<file path="config.mk">
export PLATFORM = sky130hd
export DESIGN_NAME = button_reset_conditioner
export DESIGN_NICKNAME = d
export VERILOG_FILES = /design/src/rtl/button_reset_conditioner_pkg.sv /design/src/rtl/button_reset_conditioner_bit_synchronizer.sv /design/src/rtl/button_reset_conditioner.sv
export SDC_FILE = /design/constraint.sdc
export NUM_CORES = 1
export LEC_CHECK = 0
export ABC_AREA = 1
export CAP_MARGIN = 40
export CORE_MARGIN = 2
export CORE_UTILIZATION = 51
export DETAILED_ROUTE_END_ITERATION = 8
export GPL_TIMING_DRIVEN = 0
export MAX_ROUTING_LAYER = met4
export PLACE_DENSITY_LB_ADDON = 0.08
export REMOVE_ABC_BUFFERS = 1
export SYNTH_ARGS = -nofsm -noshare
export SYNTH_HDL_FRONTEND = slang
export SYNTH_HIERARCHICAL = 1
export SYNTH_SLANG_ARGS = --single-unit
</file>
<file path="constraint.sdc">
create_clock -name i_clk -period 2 [get_ports i_clk]
set_input_delay 0.4 -clock i_clk [delete_from_list [all_inputs] [get_ports i_clk]]
set_output_delay 0.4 -clock i_clk [all_outputs]
set_load 0.1 [all_outputs]
</file>
<file path="src/rtl/button_reset_conditioner_pkg.sv">
// Shared definitions for the push-button reset conditioner: FSM state
// encoding and the helpers used to size its saturating counters.
package button_reset_conditioner_pkg;

    // FSM state encoding, 3 bits wide.
    localparam logic [2:0] ST_INIT        = 3'd0;
    localparam logic [2:0] ST_IDLE        = 3'd1;
    localparam logic [2:0] ST_DEB_PRESS   = 3'd2;
    localparam logic [2:0] ST_ASSERT      = 3'd3;
    localparam logic [2:0] ST_HOLD        = 3'd4;
    localparam logic [2:0] ST_DEB_RELEASE = 3'd5;

    // Bits needed to hold every value from 0 up to max_count inclusive.
    function automatic int count_width(input int max_count);
        if (max_count < 1) begin
            return 1;
        end
        return $clog2(max_count + 1);
    endfunction

    // Larger of two integers; the shared counter must cover both the
    // debounce length and the minimum assertion window.
    function automatic int max_of(input int a, input int b);
        return (a > b) ? a : b;
    endfunction

endpackage

</file>
<file path="src/rtl/button_reset_conditioner_bit_synchronizer.sv">
// Two-flop synchroniser for a single asynchronous bit. The reset value is
// a parameter so the flops can clear to the input's idle level.
module bit_synchronizer #(
    parameter logic RESET_VALUE = 1'b0
) (
    input  logic clk,
    input  logic rst_n,
    input  logic d,
    output logic q
);

    logic meta;

    // Two-stage capture of the asynchronous input, cleared to the idle level.
    always_ff @(posedge clk or negedge rst_n) begin
        if (!rst_n) begin
            meta <= RESET_VALUE;
            q    <= RESET_VALUE;
        end else begin
            meta <= d;
            q    <= meta;
        end
    end

endmodule

</file>
<file path="src/rtl/button_reset_conditioner.sv">
// Push-button reset conditioner. Synchronises the raw button, debounces
// press and release, holds the reset request low for a minimum width and
// pulses o_long_press once when the button has been held long enough.
// Every output is a flop; the only asynchronous path is the reset clear.
module button_reset_conditioner
    import button_reset_conditioner_pkg::*;
#(
    parameter int DEBOUNCE_CLOCKS   = 1000,
    parameter int MIN_ASSERT_CLOCKS = 16,
    parameter int LONG_PRESS_CLOCKS = 50000000,
    parameter bit BTN_ACTIVE_LOW    = 1'b1
) (
    input  logic i_clk,
    input  logic _rst,
    input  logic i_btn,
    output logic _o_rst,
    output logic o_btn_level,
    output logic o_long_press,
    output logic o_busy
);

    // One counter serves INIT, both debounce states and the ASSERT window,
    // so it is sized for the larger of the two lengths.
    localparam int CNT_W  = count_width(max_of(DEBOUNCE_CLOCKS, MIN_ASSERT_CLOCKS));
    localparam int LONG_W = count_width(LONG_PRESS_CLOCKS);

    localparam logic [CNT_W-1:0]  CNT_ONE   = CNT_W'(1);
    localparam logic [CNT_W-1:0]  DEB_LAST  = CNT_W'(DEBOUNCE_CLOCKS);
    localparam logic [CNT_W-1:0]  MIN_LAST  = CNT_W'(MIN_ASSERT_CLOCKS - 1);
    localparam logic [LONG_W-1:0] LONG_ONE  = LONG_W'(1);
    localparam logic [LONG_W-1:0] LONG_MAX  = LONG_W'(LONG_PRESS_CLOCKS);
    localparam logic [LONG_W-1:0] LONG_FIRE = LONG_W'(LONG_PRESS_CLOCKS - 1);

`ifndef SYNTHESIS
    // Elaboration-time sanity check of the parameter set.
    initial begin
        if (DEBOUNCE_CLOCKS < 1) begin
            $error("button_reset_conditioner: DEBOUNCE_CLOCKS must be >= 1");
        end
        if (MIN_ASSERT_CLOCKS < 1) begin
            $error("button_reset_conditioner: MIN_ASSERT_CLOCKS must be >= 1");
        end
        if (LONG_PRESS_CLOCKS <= MIN_ASSERT_CLOCKS) begin
            $error("button_reset_conditioner: LONG_PRESS_CLOCKS must exceed MIN_ASSERT_CLOCKS");
        end
    end
`endif

    logic              btn_sync;
    logic              pressed;
    logic [2:0]        state;
    logic [2:0]        state_next;
    logic [CNT_W-1:0]  cnt;
    logic [CNT_W-1:0]  cnt_next;
    logic              level_next;
    logic [LONG_W-1:0] long_cnt;
    logic [LONG_W-1:0] long_cnt_next;
    logic              long_active;
    logic              long_fire;

    // The synchroniser clears to the raw not-pressed level so that a reset
    // never produces a phantom press.
    bit_synchronizer #(
        .RESET_VALUE (BTN_ACTIVE_LOW)
    ) u_btn_sync (
        .clk   (i_clk),
        .rst_n (_rst),
        .d     (i_btn),
        .q     (btn_sync)
    );

    // Normalise polarity: pressed is 1 while the button is held.
    assign pressed = btn_sync ^ BTN_ACTIVE_LOW;

    // Next-state, shared counter and debounced-level decisions.
    always_comb begin
        state_next = state;
        cnt_next   = cnt;
        level_next = o_btn_level;
        case (state)
            ST_INIT: begin
                // Hold the reset request for the minimum width after
                // power-up; a button already held goes straight to HOLD.
                if (cnt == MIN_LAST) begin
                    cnt_next = '0;
                    if (pressed) begin
                        state_next = ST_HOLD;
                        level_next = 1'b1;
                    end else begin
                        state_next = ST_IDLE;
                    end
                end else begin
                    cnt_next = cnt + CNT_ONE;
                end
            end
            ST_IDLE: begin
                if (pressed) begin
                    state_next = ST_DEB_PRESS;
                    cnt_next   = CNT_ONE;
                end else begin
                    cnt_next = '0;
                end
            end
            ST_DEB_PRESS: begin
                // The counter holds the number of pressed samples already
                // seen; once it has reached the target the press is accepted.
                if (cnt >= DEB_LAST) begin
                    state_next = ST_ASSERT;
                    cnt_next   = '0;
                    level_next = 1'b1;
                end else if (!pressed) begin
                    state_next = ST_IDLE;
                    cnt_next   = '0;
                end else begin
                    cnt_next = cnt + CNT_ONE;
                end
            end
            ST_ASSERT: begin
                // The button is ignored until the minimum window has elapsed.
                if (cnt == MIN_LAST) begin
                    if (pressed) begin
                        state_next = ST_HOLD;
                        cnt_next   = '0;
                    end else begin
                        state_next = ST_DEB_RELEASE;
                        cnt_next   = CNT_ONE;
                    end
                end else begin
                    cnt_next = cnt + CNT_ONE;
                end
            end
            ST_HOLD: begin
                if (!pressed) begin
                    state_next = ST_DEB_RELEASE;
                    cnt_next   = CNT_ONE;
                end else begin
                    cnt_next = '0;
                end
            end
            ST_DEB_RELEASE: begin
                if (cnt >= DEB_LAST) begin
                    state_next = ST_IDLE;
                    cnt_next   = '0;
                    level_next = 1'b0;
                end else if (pressed) begin
                    state_next = ST_HOLD;
                    cnt_next   = '0;
                end else begin
                    cnt_next = cnt + CNT_ONE;
                end
            end
            default: begin
                state_next = ST_INIT;
                cnt_next   = '0;
                level_next = 1'b0;
            end
        endcase
    end

    // Long-press counter: runs while the reset request is held for a press,
    // saturates at the threshold and is cleared everywhere else. Because it
    // only returns to zero outside the pressed states, it fires once per press.
    always_comb begin
        long_active = (state == ST_ASSERT) || (state == ST_HOLD) ||
                      (state == ST_DEB_RELEASE);
        long_fire   = long_active && (long_cnt == LONG_FIRE);
        long_cnt_next = '0;
        if (long_active) begin
            if (long_cnt == LONG_MAX) begin
                long_cnt_next = LONG_MAX;
            end else begin
                long_cnt_next = long_cnt + LONG_ONE;
            end
        end
    end

    // State and counter registers.
    always_ff @(posedge i_clk or negedge _rst) begin
        if (!_rst) begin
            state    <= ST_INIT;
            cnt      <= '0;
            long_cnt <= '0;
        end else begin
            state    <= state_next;
            cnt      <= cnt_next;
            long_cnt <= long_cnt_next;
        end
    end

    // Registered outputs, decoded from the next state so they change on the
    // same edge as the state they describe.
    always_ff @(posedge i_clk or negedge _rst) begin
        if (!_rst) begin
            _o_rst       <= 1'b0;
            o_btn_level  <= 1'b0;
            o_long_press <= 1'b0;
            o_busy       <= 1'b1;
        end else begin
            _o_rst       <= (state_next == ST_IDLE) || (state_next == ST_DEB_PRESS);
            o_btn_level  <= level_next;
            o_long_press <= long_fire;
            o_busy       <= (state_next != ST_IDLE);
        end
    end

endmodule

</file>
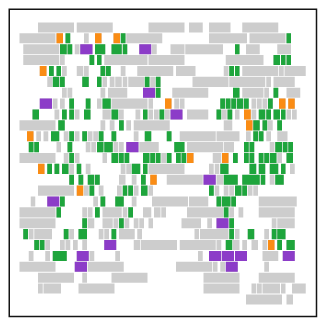
(run_1/logic_types.png)
Drawn at 4 px/µm.
legend:
  xor and xnor cells:
    color: purple
    cells: 17
  aoi and oai cells:
    color: orange
    cells: 16
  nand cells:
    color: green
    cells: 147
multi-input gate share of the layout cell area: 44.9%
most common cell after layout, fill and taps aside: sky130_fd_sc_hd__nand2_1

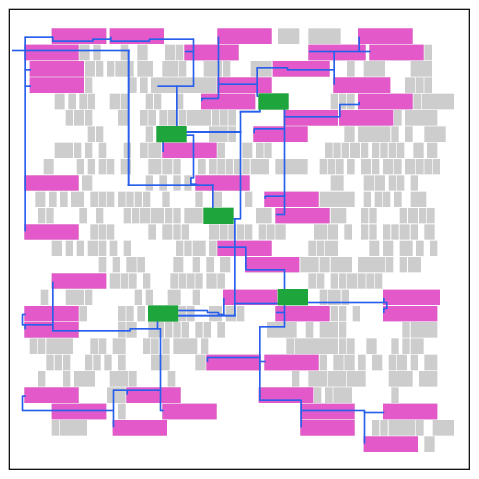
(run_1/clk_routes.png)
Drawn at 6 px/µm.
legend:
  clock drivers:
    color: green
    count: 5
  flip-flops:
    color: magenta
    count: 45
  clock wires:
    color: blue
    length: 554 µm
flops lie: spread over the die
routed clock nets: 6
portion of total power attributed to the clock network: 25.1%
Setup Skew: 3.44 ps
worst-skew pair later-pin latency: 290 ps

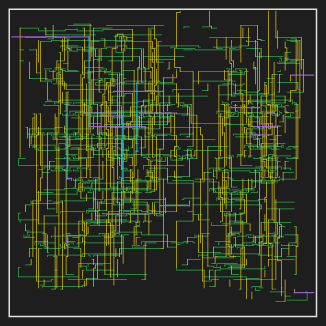
(run_1/wires.png)
Drawn at 4 px/µm.
legend:
  metal 2:
    color: yellow
    wire_length: 2,810 µm
  metal 3:
    color: purple
    wire_length: 135 µm
  metal 1:
    color: green
    wire_length: 2,610 µm
  metal 4:
    color: cyan
    wire_length: 73.4 µm
GRT Resource Usage Total: 21.9%
post-detailed-routing wire length: 5630 µm
WL/cell: 12.0 µm
count of vias placed by the detailed router: 2,323

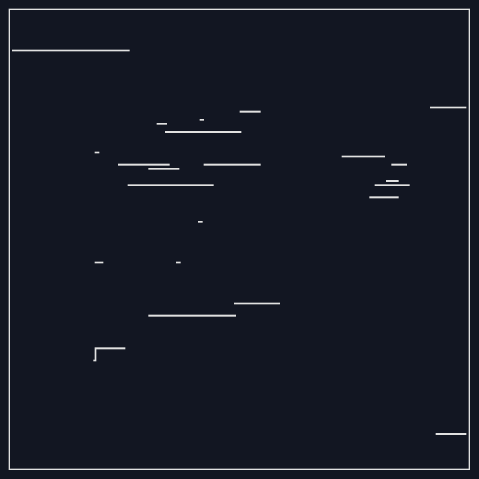
(run_1/layer_met3.png)
Drawn at 6 px/µm.
share of all routed wire: 2.4%
longest straight run: 19.3 µm
main direction: horizontal
nets with wire on the layer: 16
GR met3 Demand/Resource: 4.03%

## run 1: sequential cells by signal, summed over array words and instances, names as in the netlist
register and count:
u_btn_sync/meta 1, cnt 10, o_long_press 1, long_cnt 26, state 3, o_busy 1, _o_rst 1, o_btn_level 1
u_btn_sync/q 1
## run 1: worst max-delay path, stage by stage, from the launching register on
cell	delay (ps)
sky130_fd_sc_hd__dfstp_2	520
sky130_fd_sc_hd__clkdlybuf4s50_1	510
sky130_fd_sc_hd__buf_8	210
## run 1: kinds of logic (layout without fill, tap and decap cells)
family / count (synthesis) / count (layout) / synth area share (%)
xor+xnor: 17 / 17 / 5.56
buf+inv: 47 / 67 / 6.69
flops: 45 / 45 / 42.2
fa+ha+maj: 4 / 4 / 1.87
compound gates: 16 / 16 / 2.99
simple gates: 248 / 248 / 40.7
==> reports/summary.txt, run 1 <==
worst hold margin = 359 ps
run status = completed
boundary pin count = 7
shortest clock period the worst path allows after layout = 1940 ps
dominant register cell = sky130_fd_sc_hd__dfrtp_1
root buffer cell = sky130_fd_sc_hd__clkbuf_8
detailed route wirelength on metal3 = 135 µm
combinational-cell power consumption = 1.04 mW
total tool warning count = 28
slew of the pin with the lowest slew margin = 526 ps
Distinct cells, synth = 24
starting density of the core = 52.7%
portion of synthesized cell area occupied by the leading cell type = 39.3%
Seq pwr share = 38.5%
number of global-route vias before repair = 2,242
max-slew violations = 0
number of instances in the placed design = 457
sequential-to-total area share from yosys stat = 42.2%
capture point of the critical path = o_busy
top post-synthesis cells by count = sky130_fd_sc_hd__nand2_1 (101), sky130_fd_sc_hd__nor2_1 (83), sky130_fd_sc_hd__inv_1 (44)
post-cts resize count = 0
post-synthesis cell area = 2680 µm²
multi-input combinational cell count = 285
final core occ = 60.0%
area growth from synthesis to layout = 13.7%
pre-CTS setup slack = 173 ps
Remaining Overflow, GRT = 0
Placement Cell Area = 2900 µm²
largest net degree at the start of global routing = 39
switching power as a share of total power = 37.6%
count of placed standard cells in the final layout, fillers left out = 467
number of vias per cell after detailed routing = 4.97
Static Leakage = 1.30 nW
critical path data arrival time = 1540 ps
reg2reg end = o_long_press
net switching power figure = 1.07 mW
number of levels in the clock H-tree = 2
Register-to-Register Path Depth = 8
final RePlAce weighted congestion = 0.927
mean post-synth cell area = 7.10 µm²
most popular library cell in the synthesized design by count = sky130_fd_sc_hd__nand2_1
CP Capture Type = output port
area of all placed cells without fillers = 3040 µm²
global-route wire length before repair = 10,100 µm
routed metal-1 wire length = 2610 µm
area share of buffers outside the clock network = 5.51%
worst hold-check path type = flop to flop
DRT iter0 DRCs = 106
share of the cycle needed by the critical path after routing = 96.8%
==> run_1/clocks.png <==
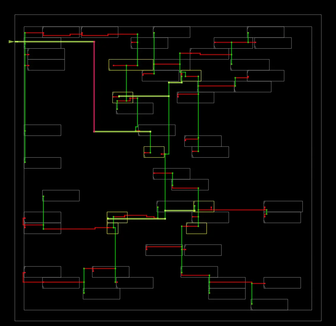

==> run 2, diff against run 1 <==
--- a/config.mk
+++ b/config.mk
@@ -7,8 +7,8 @@
 export LEC_CHECK = 0
 export ABC_AREA = 1
 export CAP_MARGIN = 40
-export CORE_MARGIN = 2
 export CORE_UTILIZATION = 51
+export CTS_CLUSTER_DIAMETER = 50
 export DETAILED_ROUTE_END_ITERATION = 8
 export GPL_TIMING_DRIVEN = 0
 export MAX_ROUTING_LAYER = met4
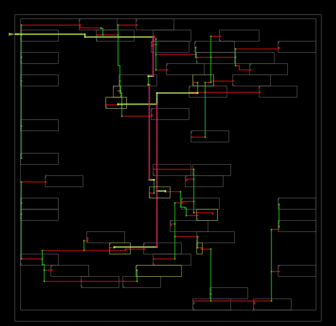
(run_2/clocks.png)
number of buffers created by CTS: 5
worst-skew pair later-pin latency: 300 ps
number of clock buffers in the layout: 6
Sinks on Clock Net: 45

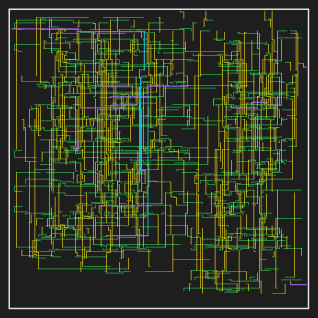
(run_2/wires.png)
Drawn at 4 px/µm.
legend:
  metal 2:
    color: yellow
    wire_length: 2,820 µm
  metal 1:
    color: green
    wire_length: 2,660 µm
  metal 4:
    color: cyan
    wire_length: 67.3 µm
  metal 3:
    color: purple
    wire_length: 130 µm
count of vias placed by the detailed router: 2,335
post-detailed-routing wire length: 5680 µm

==> reports/summary.txt, run 2 <==
final core occ = 59.9% (about the same)
sequential-to-total area share from yosys stat = 42.2% (unchanged)
dominant register cell = sky130_fd_sc_hd__dfrtp_1
largest registers = long_cnt x26, cnt x10, state x3
shortest clock period the worst path allows after layout = 1920 ps (-15.2 ps)
root buffer cell = sky130_fd_sc_hd__clkbuf_8
max-slew violations = 0 (unchanged)
number of vias per cell after detailed routing = 5.00 (+0.52%)
number of global-route vias before repair = 2,039 (-9.1%)
run status = completed
Distinct cells, synth = 24 (unchanged)
number of buffer and inverter stages on the critical path = 2 (unchanged)
Seq pwr share = 38.1% (-0.4 points)
GRT Resource Usage Total = 22.9% (+0.95 points)
capture point of the critical path = o_busy
post-synthesis cell area = 2680 µm² (unchanged)
DRT iter0 DRCs = 115 (+8.5%)
WL/cell = 12.2 µm (+0.96%)
count of placed standard cells in the final layout, fillers left out = 467 (unchanged)
net switching power figure = 1.08 mW (+1.1%)
critical path data arrival time = 1520 ps (-20 ps)
most popular library cell in the synthesized design by count = sky130_fd_sc_hd__nand2_1
slew of the pin with the lowest slew margin = 594 ps (+68.8 ps)
area growth from synthesis to layout = 13.7% (about the same)
cell-by-cell listing of the critical path = clkdlybuf4s50_1 -> buf_8
area share of buffers outside the clock network = 5.92% (+0.41 points)
biggest cell delay along the critical path = 520 ps (about the same)
multi-input combinational cell count = 285 (unchanged)
pre-CTS setup slack = 162 ps (-10.8 ps)
post-cts resize count = 0 (unchanged)
reg2reg end = cnt[6]
flip-flop count of the largest register after layout = 26 (unchanged)
Static Leakage = 1.30 nW (+0.24%)
final RePlAce weighted congestion = 0.927 (about the same)
portion of total power attributed to the clock network = 23.5% (-1.6 points)
Register-to-Register Path Depth = 9 (+1)
number of instances in the placed design = 457 (unchanged)
mean post-synth cell area = 7.10 µm² (unchanged)
multi-input gate share of the layout cell area = 45.0% (about the same)
Worst path depth = 2 (unchanged)
Remaining Overflow, GRT = 0 (unchanged)
global-route wire length before repair = 9250 µm (-8.3%)
number of levels in the clock H-tree = 2 (unchanged)
gate family responsible for the most delay along the worst path = buffers and inverters
boundary pin count = 7 (unchanged)
switching power as a share of total power = 37.7% (+0.14 points)
most common cell after layout, fill and taps aside = sky130_fd_sc_hd__nand2_1
Setup Skew = 10.6 ps (+7.11 ps)
Placement Cell Area = 2900 µm² (unchanged)
share of the cycle needed by the critical path after routing = 96.0% (-0.76 points)
==> run 2: cells by family after synthesis <==
kind of cell	after synthesis	share of synthesized area, %
and+or+nand+nor	248	40.7
xor gates and xnor gates	17	5.56
buffers and inverters	47	6.69
DFF	45	42.2
adders and majority gates	4	1.87
AOI/OAI and AO/OA	16	2.99
==> run 2: repair_timing <==
item | CTS | global route
hold endpoints to repair | 7 | 0
hold buffers | 1 | 0
endpoints found under the setup margin | 0 | 1
setup buffers | 0 | 1
==> run 2: routing by layer <==
metal	global-route usage (%)	up-vias	share of wire (%)
met5	-	-	0
met1	28.4	1090	47
met2	38.0	28	50
met3	4.07	7	2.3
met4	6.92	0	1.2
li1	-	1210	-
==> run_2/logic_types.png <==
Drawn at 4 px/µm.
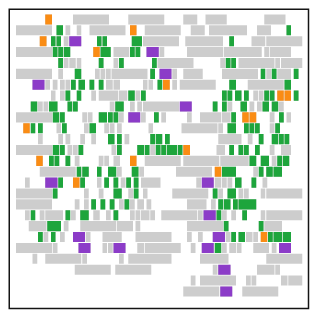

==> run 3, diff against run 2 <==
--- a/config.mk
+++ b/config.mk
@@ -11,7 +11,6 @@
 export CTS_CLUSTER_DIAMETER = 50
 export DETAILED_ROUTE_END_ITERATION = 8
 export GPL_TIMING_DRIVEN = 0
-export MAX_ROUTING_LAYER = met4
 export PLACE_DENSITY_LB_ADDON = 0.08
 export REMOVE_ABC_BUFFERS = 1
 export SYNTH_ARGS = -nofsm -noshare
==> constraint.sdc (replaced) <==
create_clock -name i_clk -period 2.4 [get_ports i_clk]
set_input_delay 0.48 -clock i_clk [delete_from_list [all_inputs] [get_ports i_clk]]
set_output_delay 0.48 -clock i_clk [all_outputs]
set_load 0.1 [all_outputs]
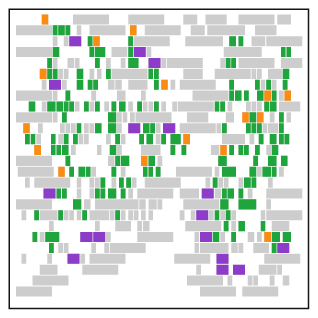
(run_3/logic_types.png)
Drawn at 4 px/µm.
legend:
  aoi and oai cells:
    color: orange
    cells: 16
  nand cells:
    color: green
    cells: 147
  xor and xnor cells:
    color: purple
    cells: 17
count of placed standard cells in the final layout, fillers left out: 465
multi-input gate share of the layout cell area: 45.4%

==> reports/summary.txt, run 3 <==
Seq pwr share = 39.5% (+1.4 points)
async set or reset register ratio after synthesis = 100%
Register-to-Register Path Depth = 8 (-1)
number of buffers created by CTS = 5 (unchanged)
most popular library cell in the synthesized design by count = sky130_fd_sc_hd__nand2_1
boundary pin count = 7 (unchanged)
DR top layer = met4
routing usage on met2 = 38.6% (+0.60 points)
Distinct cells, synth = 24 (unchanged)
top post-synthesis cells by count = sky130_fd_sc_hd__nand2_1 (101), sky130_fd_sc_hd__nor2_1 (83), sky130_fd_sc_hd__inv_1 (44)
GRT Resource Usage Total = 22.3% (-0.59 points)
dominant register cell = sky130_fd_sc_hd__dfrtp_1
switching power as a share of total power = 37.9% (+0.17 points)
post-synthesis cell area = 2680 µm² (unchanged)
number of vias per cell after detailed routing = 5.00 (about the same)
Placement Cell Area = 2900 µm² (unchanged)
starting density of the core = 52.7%
met1 GRT Util = 27.5% (-0.86 points)
gate family responsible for the most delay along the worst path = buffers and inverters
router iterations before antenna repair = 5
Post-synth EDFFs = 0
critical path data arrival time = 1520 ps (about the same)
Static Leakage = 1.29 nW (-1.0%)
number of instances in the placed design = 457 (unchanged)
portion of total power attributed to the clock network = 24.2% (+0.7 points)
detailed route wirelength on metal3 = 146 µm (+13%)
Sinks on Clock Net = 45 (unchanged)
routed length on met2 = 2830 µm (+0.21%)
most common cell after layout, fill and taps aside = sky130_fd_sc_hd__nand2_1
net switching power figure = 0.871 mW (-20%)
mean post-synth cell area = 7.10 µm² (unchanged)
DRT iter0 DRCs = 119 (+3.5%)
global-route wire length before repair = 9360 µm (+1.3%)
number of global-route vias before repair = 2,130 (+4.5%)
reg2reg end = cnt[8]
max-slew violations = 0 (unchanged)
Remaining Overflow, GRT = 0 (unchanged)
Setup Skew = 6.33 ps (-4.23 ps)
data required time of the worst path = 1920 ps
part of the total power dissipated in combinational logic = 36.3%
layer with the highest usage = met2
number of levels in the clock H-tree = 2 (unchanged)
number of buffer and inverter stages on the critical path = 2 (unchanged)
worst-skew pair later-pin latency = 290 ps (about the same)
routed metal-1 wire length = 2480 µm (-6.8%)
pre-CTS setup slack = 564 ps (+402 ps)
final core occ = 59.3% (-0.59 points)
final RePlAce weighted congestion = 0.912 (-1.6%)
hold-fix buffer count after cts = 0 (-1)
area growth from synthesis to layout = 12.5%
setup bufs post-CTS = 0 (unchanged)
post-cts resize count = 0 (unchanged)
share of the cycle needed by the critical path after routing = 83.2%
WL/cell = 11.9 µm (-2.2%)
root buffer cell = sky130_fd_sc_hd__clkbuf_8
largest registers = long_cnt x26, cnt x10, state x3
shortest clock period the worst path allows after layout = 2000 ps
slew of the pin with the lowest slew margin = 567 ps (-27.6 ps)
run status = completed
sequential-to-total area share from yosys stat = 42.2% (unchanged)
capture point of the critical path = o_busy
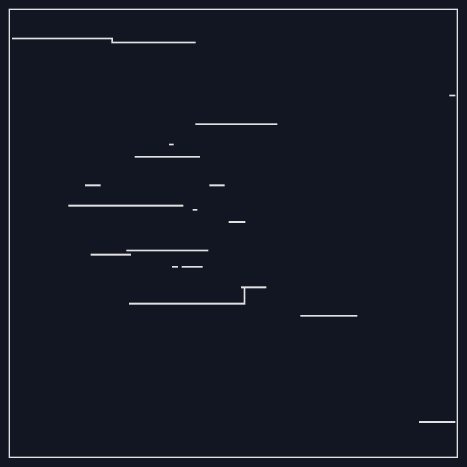
(run_3/layer_met3.png)
Drawn at 6 px/µm.
share of all routed wire: 2.6%
main direction: horizontal
count of vias placed by the detailed router: 2,327
GR met3 Demand/Resource: 4.61%
post-detailed-routing wire length: 5530 µm

run 3: cell counts after synthesis:
Identical to the previous run, type by type.
run 3: layout make-up:
| type | instances | area [µm²] |
|---|---|---|
| sequential | 45 | 1130 |
| clock buffer | 6 | 72.6 |
| clock inverter | 2 | 35.0 |
| inverter | 45 | 169 |
| timing repair buffer | 12 | 150 |
| fill | 501 | 2060 |
| tap | 70 | 87.6 |
| multi-input combinational | 285 | 1370 |
run 3: cells by family after synthesis:
group,share of synthesized area (%)
AND/OR/NAND/NOR,40.7
buffers and inverters,6.69
flip-flops,42.2
XOR/XNOR,5.56
AND-OR/OR-AND,2.99
adder cells (fa/ha/maj),1.87
run 3: worst register-to-register path, delay by kind of cell, from the launching register on:
family,cells,cell delay (ps)
simple gates,7,1020
flops,1,450
fa+ha+maj,1,230
Power and IR drop assume default switching activity.
